==> config.mk <==
export PLATFORM = sky130hd
export DESIGN_NAME = ft245_dev
export DESIGN_NICKNAME = d
export VERILOG_FILES = /design/src/rtl/ft245_pkg.sv /design/src/rtl/byte_fifo.sv /design/src/rtl/ft245_dev.sv
export SDC_FILE = /design/constraint.sdc
export NUM_CORES = 1
export LEC_CHECK = 0
export CORE_MARGIN = 1
export CORE_UTILIZATION = 63
export CTS_BUF_LIST = sky130_fd_sc_hd__clkbuf_8
export DETAILED_ROUTE_END_ITERATION = 7
export PLACE_DENSITY = 0.82
export RECOVER_POWER = 100
export SETUP_SLACK_MARGIN = 0.15
export SLEW_MARGIN = 20
export SYNTH_ARGS = -nofsm -noshare
export SYNTH_HDL_FRONTEND = slang
export SYNTH_SLANG_ARGS = --single-unit
==> constraint.sdc <==
create_clock -name clk -period 3.44 [get_ports clk]
set_clock_uncertainty 0.1 [all_clocks]
set_input_delay 0.516 -clock clk [delete_from_list [all_inputs] [get_ports clk]]
set_output_delay 0.516 -clock clk [all_outputs]
set_load 0.03 [all_outputs]
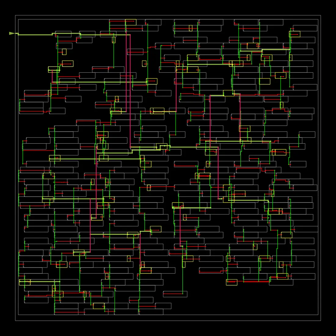
Figure 1: run 1, clock wiring as the flow saved it.
# clock sinks: 305
Seq cells: 305
Power Clock: 2580 uW
CTS Buf Count: 46

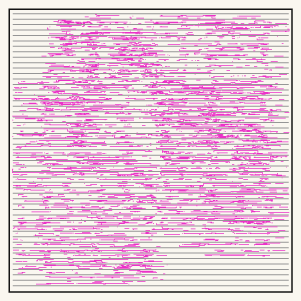
Figure 2: run 1, met1 routing.
Scale: 2 px per um. Supply wires on this layer in gray.
share of all routed wire	40%
main direction	horizontal
wire length on this layer	8880 um
longest straight run	42.3 um
nets with wire on the layer	760
GR Layer Usage met1: 0.289
Via Count: 6119
wirelength, routed: 22400 um

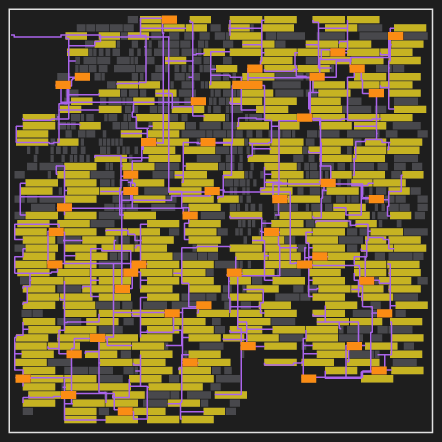
Figure 3: run 1, clock wires, drivers and flops.
Scale: 3 px per um.
[orange] clock drivers | count: 46
[yellow] flip-flops | count: 305
[purple] clock wires | length: 3120 um
routed clock nets	47
flops lie	spread over the die
Clock power frac: 0.294
Clock Latency Late Sink: 540 ps

==> impl_metrics.json, run 1 <==
{
  "die_w_um": 141,
  "rows": 50,
  "seq_share": 0.635,
  "path_cells": "inv_1 -> ha_1 -> or4b_1 -> and2_1 -> nand2_1 -> o21ai_0 -> ha_1 -> fa_1 -> a21oi_1 -> o21bai_1 -> xnor2_1 -> a41oi_1",
  "finalCritPeriodShare": 0.926,
  "power.density_nw_per_um2": 642,
  "area_growth_pct": 12.8,
  "topCellsByArea": "edfxtp_1 64%, mux4_2 9.7%, dfxtp_1 8.1%",
  "top_area_frac": 0.635,
  "place_area_um2": 13000,
  "slew_headroom": 0.106,
  "port_buffers": 43,
  "top_layer": "met4",
  "inverters": 16,
  "critPathBufInv": 1,
  "dpl_worst_slack_ps": 282,
  "fin_area_um2": 13600,
  "yosys_warnings": 0,
  "status": "finished, final reports clean",
  "synth-edff-count": 256,
  "cp.depth": 12,
  "worst-path-max-fanout": 6,
  "hold_viol_final": 0,
  "dr_wl_met2_um": 12000,
  "grt_pass1_vias": 6573,
  "mux_share": 0.148,
  "clockBufferDepth": 3,
  "finalSetupTns_ps": 0,
  "dieHeight_um": 141,
  "cpPeakStageDelay_ps": 560,
  "pin_count": 45,
  "largestClassByArea": "flip-flops and latches",
  "min_period_ps": 3190,
  "cap_violations": 0,
  "top_cell": "edfxtp_1",
  "crit_path_top_delay_cell": "or4b_1",
  "seq_power_uw": 4430,
  "dpl.hpwl_um": 14900,
  "flop_cell": "edfxtp_1",
  "fin_cells": 1022
}
--- run 2 (diff from run 1) ---
--- a/config.mk
+++ b/config.mk
@@ -5,6 +5,7 @@
 export SDC_FILE = /design/constraint.sdc
 export NUM_CORES = 1
 export LEC_CHECK = 0
+export CORE_ASPECT_RATIO = 1.2
 export CORE_MARGIN = 1
 export CORE_UTILIZATION = 63
 export CTS_BUF_LIST = sky130_fd_sc_hd__clkbuf_8
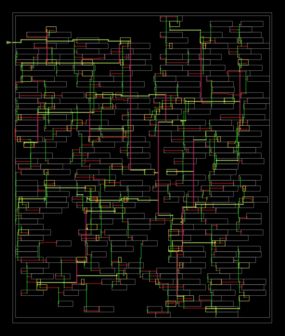
Figure 4: run 2, clock wiring as the flow saved it.
CTS Buf Count: 45
clock buffer count: 56
Clock Latency Late Sink: 550 ps
Power Clock: 2730 uW

==> run 2 against run 1 <==
Count of clock-buffer cells in the layout grew 8. Via count up 3.2%. The run now ends with capacitance limit, slew limit left. Final cell count rose by 2.0%. Synthesized cell count did not move. Global-route usage up 1.5 points. Cell area up 0.55%. Sequential share of layout area decreased by 0.36 points.
==> impl_metrics.json, run 2 <==
{
  "status": "complete, but fails checks",
  "violations": "capacitance limit, slew limit",
  "clock_sinks": 305,
  "ys_sh_adder": 0.0219,
  "via_count": 6313,
  "grt_overflow": 0,
  "port_buffers": 43,
  "flop-count": 305,
  "finalCritPeriodShare": 0.907,
  "power.density_nw_per_um2": 649,
  "flop_cell": "edfxtp_1",
  "clkPwrFrac": 0.306,
  "cpPeakStageDelay_ps": 840,
  "finalSetupTns_ps": 0,
  "grt_pass1_vias": 6790,
  "mux_share": 0.148,
  "grt_use_met1": 0.273,
  "synth-async-reset-ratio": 0,
  "fin_area_um2": 13700,
  "clockBufferDepth": 3,
  "area_growth_pct": 13.4,
  "drv_slew": 41,
  "slew_headroom": -0.111,
  "die_w_um": 129,
  "top_layer": "met4",
  "dpl.hpwl_um": 15700,
  "ys_seq_frac": 0.716,
  "crit_family": "multiplexers",
  "fin_cells": 1042,
  "topCellsByArea": "edfxtp_1 64%, mux4_2 9.7%, dfxtp_1 8.1%",
  "inverters": 16,
  "wl_um": 23700,
  "place_area_um2": 13000,
  "met2_usage": 0.482,
  "worst-path-max-fanout": 24,
  "seq_power_uw": 4400,
  "rows": 55,
  "grt_pass1_wl_um": 36500,
  "cap_violations": 1,
  "top_cell": "edfxtp_1",
  "yosys_warnings": 0,
  "cp.depth": 5,
  "pin_count": 45,
  "p_leak_uw": 0.00452,
  "top_area_frac": 0.635,
  "dpl_worst_slack_ps": 305,
  "path_cells": "clkbuf_2 -> mux4_2 -> mux2i_1 -> nor2_1 -> a221o_1",
  "antenna_found_initial": 0,
  "largestClassByArea": "flip-flops and latches",
  "hold_viol_final": 0,
  "critPathBufInv": 1,
  "synth-edff-count": 256,
  "seq_share": 0.632,
  "dr_wl_met2_um": 13300,
  "comb_area_um2": 3190,
  "avgSynthCellArea_um2": 18.6,
  "crit_path_top_delay_cell": "dfxtp_1"
}
Power and IR drop assume default switching activity.
